Design cpu_cycle_sequencer, sky130hd; sources not shown.
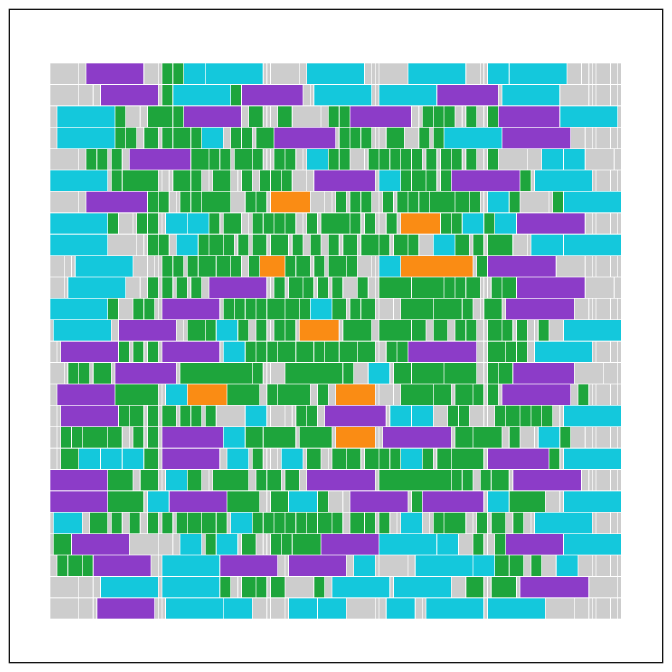
(run_1/placement_by_type.png)
Fill, decap, tap and diode cells in grey.
[cyan] other buffers and delay cells | cells: 88 | share of their area: 29%
[orange] clock drivers and dummy loads | cells: 8 | share of their area: 2.9%
[green] combinational and other logic | cells: 331 | share of their area: 42%
[purple] flops | cells: 48 | share of their area: 26%
# rows: 26
fin util: 78.8%

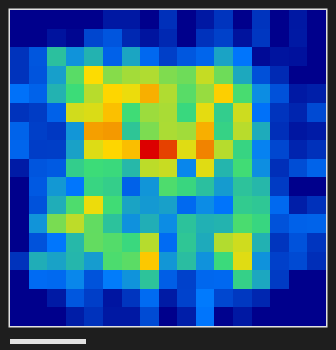
(run_1/metal_density.png)
Scale bar: 20 µm. 17 x 17 tiles, from dark blue (low) to red (high), scaled to the fullest tile. Values are wire area over tile area, all layers added.
emptiest ninth of the die: north-east
densest ninth of the die: centre
mean over tiles: 0.16
nearly empty tiles: 14%
fullest tile: 0.55
WL/cell: 12.6 µm
GRT Overall Usage: 20.2%
vias: 2713
total length of routed wires: 6860 µm

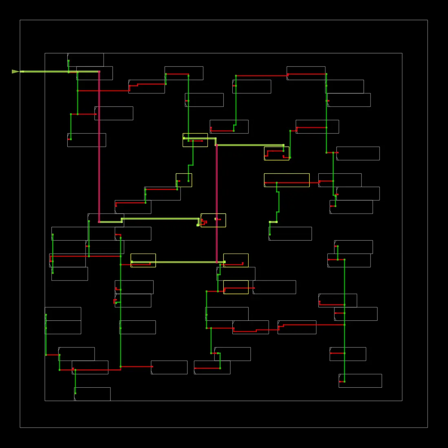
(run_1/clocks.png)
clock buffers: 7
Sinks on Clock Net: 48
Clk power: 0.892 mW

==> out/summary.txt, run 1 <==
Fillers = 390
PwrDens = 602 nW/µm²
ANT cells = 0
Chip area in the Yosys report = 2500 µm²
CTS Hold Bufs = 0
Vias per cell = 4.98
Failing checks = setup timing
Area Growth Syn to Fin = 62.2%
Max_slew headroom = 76.0%
Total power = 2.44 mW
Synth cell types = 28
Outcome = complete, but fails checks
Reg power frac = 51.7%
CP max FO = 7
Clock network power share = 36.5%
Post-synth top area cell = dfxtp_1
Min-delay worst type = reg -> reg
Antenna-violating nets left = 0
Inverter count = 66
Final WS setup = -0.0720 ns
CTS Root Cell = clkbuf_8
Gpl congestion = 0.915
Worst endpoint required time = 1.66 ns
R2r setup slk = -0.07 ns
Final tally of max-slew violations = 0
Synthesized area per cell = 6.52 µm²
Insertion Delay late pin = 0.30 ns
Critical Path Source Type = flop
Sw frac = 25.3%
Placed wire-length estimate = 5300 µm
Log Warnings = 31
# Taps = 70
Max Clk Rate = 0.613 GHz
Pleak = 1.76 nW
P_seq = 1.26 mW
Final setup violation count = 14
Flip-flop and latch count = 48
Most instantiated cells after synthesis = nand2_1 (92), nor2_1 (71), inv_1 (63), dfxtp_1 (48), nand3_1 (18)
Predominant post-synthesis flop cell = dfxtp_1
Maximum VDD drop = 0.669 mV
Critical path class = reg -> reg
Post-CTS sizing = 13
Core area = 5140 µm²
Port buffer count = 45
RSZ-0062 raised after global routing = yes
Top-area cell share = 38.5%
Antenna violations before repair = 0
run 1: per-stage QoR:
stage	setup TNS (ns)	instances	instance area [µm²]	hold slack, ns	setup WS [ns]
finish	-0.371	545	4050	0.356	-0.0720
CTS	-0.387	544	3990	0.356	-0.0756
global placement	-0.113	534	3810	0.336	-0.0247
floorplan	-0.00139	383	2600	0.324	-0.00139
detailed placement	-0.796	534	3810	0.343	-0.0906
global route	-3.27	545	4050	0.367	-0.203
run 1: layout by cell type, fill, tap and decap left out, drive strengths merged:
cell            n
buf            82
o21ai          15
nand3          19
nor3b           2
a21oi           8
ha              4
clkinv          1
xnor2           1
dfxtp          48
nor2           79
clkdlybuf4s50   6
or2             3
nand4          16
nor3           14
a31oi           2
nand2          98
clkbuf          7
inv            66
xor2            2
a211oi          1
nor4            1
run 1: worst max-delay path: stages, from the launching register on:
cell     delay, ns
dfxtp_2       0.34
inv_2         0.07
ha_4          0.14
nand2_4       0.06
inv_2         0.07
nand2_4       0.06
nor2_8        0.15
nand2_4       0.07
nor2_4        0.18
nand2_1       0.11
o21ai_1       0.15
nor2_1        0.05
run 1: metal layers:
metal / part of all wire [%] / up-vias / GRT usage (%)
met5: 0 / - / 0
met4: 1.8 / 0 / 6.54
met3: 5.5 / 12 / 4.36
met2: 48 / 78 / 33.5
met1: 45 / 1251 / 26.0
li1: - / 1372 / -
run 1: logic make-up (layout without fill, tap and decap cells):
group                    after synthesis  in the layout  share of synthesized area, %
buffers and inverters                 70            162                          10.5
flip-flops                            48             48                          38.5
XOR/XNOR                               3              3                          1.05
AND/OR/NAND/NOR                      232            232                          42.6
AND-OR/OR-AND                         26             26                          5.41
adder cells (fa/ha/maj)                4              4                          2.00
## Run 2: what changed since run 1
Settings changed: CORE_UTILIZATION 47 to 49, CTS_BUF_LIST set to sky130_fd_sc_hd__clkbuf_2, SLEW_MARGIN set to 10.
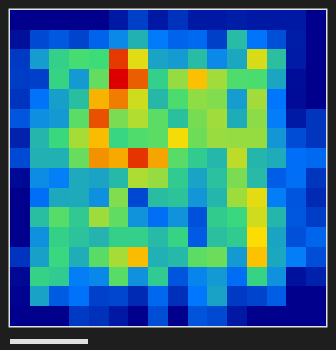
(run_2/metal_density.png)
Scale bar: 20 µm. 16 x 16 tiles, from dark blue (low) to red (high), scaled to the fullest tile. Values are wire area over tile area, all layers added.
tiles over half the peak: 24%
nearly empty tiles: 11%
mean over tiles: 0.17
fullest tile: 0.51
densest ninth of the die: centre
vias: 2714
WL/cell: 13.3 µm
GRT Overall Usage: 23.8%
total length of routed wires: 7260 µm

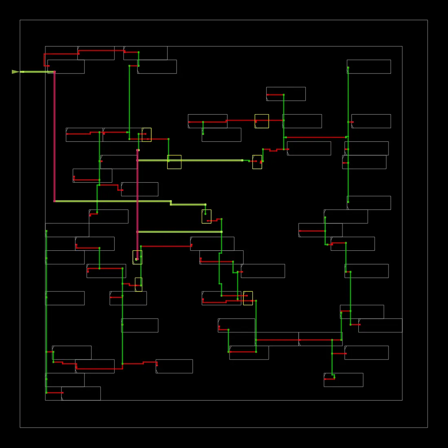
(run_2/clocks.png)
clock buffers: 5
Insertion Delay late pin: 0.43 ns

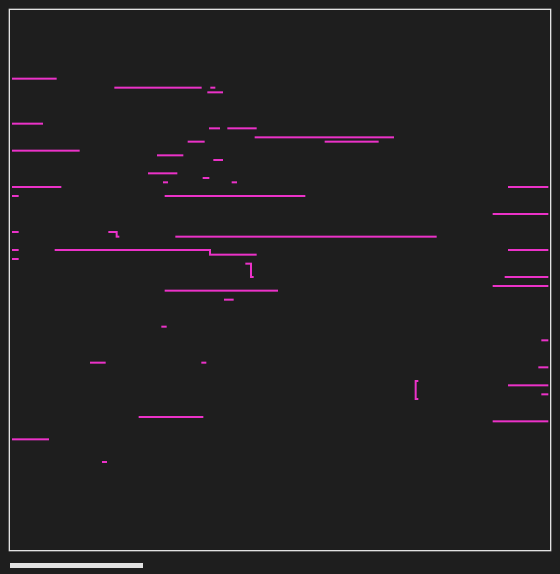
(run_2/layer_met3.png)
Scale bar: 20 µm.
nets with wire on the layer: 35
main direction: horizontal
share of all routed wire: 3.8%
wire length on this layer: 277 µm
longest straight run: 39.1 µm
met3 GRT Util: 3.95%

==> out/summary.txt, run 2 <==
Outcome = complete, but fails checks
Failing checks = setup timing
MUX area fraction = 0%
R2r setup slk = -0.12 ns
PwrDens = 505 nW/µm²
Final setup violation count = 18
Post-synth top area cell = dfxtp_1
Slowest CP cell = dfxtp_2
Top-area cell share = 38.5%
CTS Root Cell = clkbuf_2
Post-Synth AOI/OAI Area = 5.41%
Reg power frac = 60.7%
# rows = 26
Yosys simple share = 42.6%
Critical Path Source Type = flop
CP max FO = 7
Max incr delay on CP = 0.38 ns
Clk power = 0.520 mW
Worst endpoint required time = 1.82 ns
Predominant post-synthesis flop cell = dfxtp_1
Synth cell types = 28
Crit path max-delay family = simple AND/OR/NAND/NOR gates
Antenna-violating nets left = 0
Chip area in the Yosys report = 2500 µm²
Adder-cell share of the synthesized area = 2.00%
Most frequent logic cells in the routed design = nand2_1 (86), inv_1 (62), nor2_1 (62), buf_12 (39), buf_4 (33)
Max_slew headroom = 81.1%
Most frequent CP cell = nand2_4
Sw frac = 29.3%
Final WS setup = -0.121 ns
Pleak = 1.75 nW
Setup TNS = -0.786 ns
Most instantiated cells after synthesis = nand2_1 (92), nor2_1 (71), inv_1 (63), dfxtp_1 (48), nand3_1 (18)
Port buffer count = 45
Sinks on Clock Net = 48
Clock network power share = 25.2%
Crit path depth = 11
Max Clk Rate = 0.595 GHz
XOR Share, Synth = 1.05%
Highest-count logic cell in the final layout = nand2_1
Area Growth Syn to Fin = 63.3%
ANT cells = 0
Gpl congestion = 0.864
P_seq = 1.25 mW
==> run 2: cell counts after synthesis <==
No cell type changed its count.
==> run 2: cell families (layout without fill, tap and decap cells) <==
kind of cell             Yosys count  in the layout
buffers and inverters             70            165
adder cells (fa/ha/maj)            4              4
AND/OR/NAND/NOR                  232            232
flip-flops                        48             48
AND-OR/OR-AND                     26             26
XOR/XNOR                           3              3
==> run 2: tightest hold or removal path, cell delays in order <==
cell and delay (ns):
clkdlybuf4s50_1 0.40, inv_1 0.09, nor4_2 0.05
==> run 2: layout make-up <==
cell class | count | share of cell area, %
Multi-Input combinational cell | 265 | 34.5
Timing Repair Buffer | 91 | 30.3
Sequential cell | 48 | 25.9
Inverter | 66 | 6.07
Tap cell | 70 | 2.15
Clock buffer | 5 | 0.613
Clock inverter | 3 | 0.460
==> run 2: through the flow <==
stage / utilization, % / setup slack [ns] / cell area, µm² / power (mW) / std cells
after floorplan: - / -0.00139 / 2600 / 1.45 / 383
final: 80.9 / -0.121 / 4080 / 2.06 / 548
after detailed placement: 76.5 / -0.131 / 3850 / 1.56 / 540
after global routing: 80.9 / -0.277 / 4080 / 2.16 / 548
after global placement: 76.5 / -0.0430 / 3850 / 1.55 / 540
after CTS: 79.7 / -0.107 / 4020 / 2.07 / 548
==> run 2: layer usage <==
layer,GRT usage (%),routed length [µm],up-vias
met4,8.78,112,0
met2,41.4,3700,60
met3,3.95,277,16
met5,0,0,-
li1,-,-,1378
met1,29.3,3170,1260
==> run 2: what timing repair did <==
item                                    CTS  global route
resized                                  44            18
hold buffers                              0             0
pin swaps                                 7             7
endpoints found under the setup margin   79            82
gates cloned                              0             0
Power is estimated from default activity; no workload was simulated.
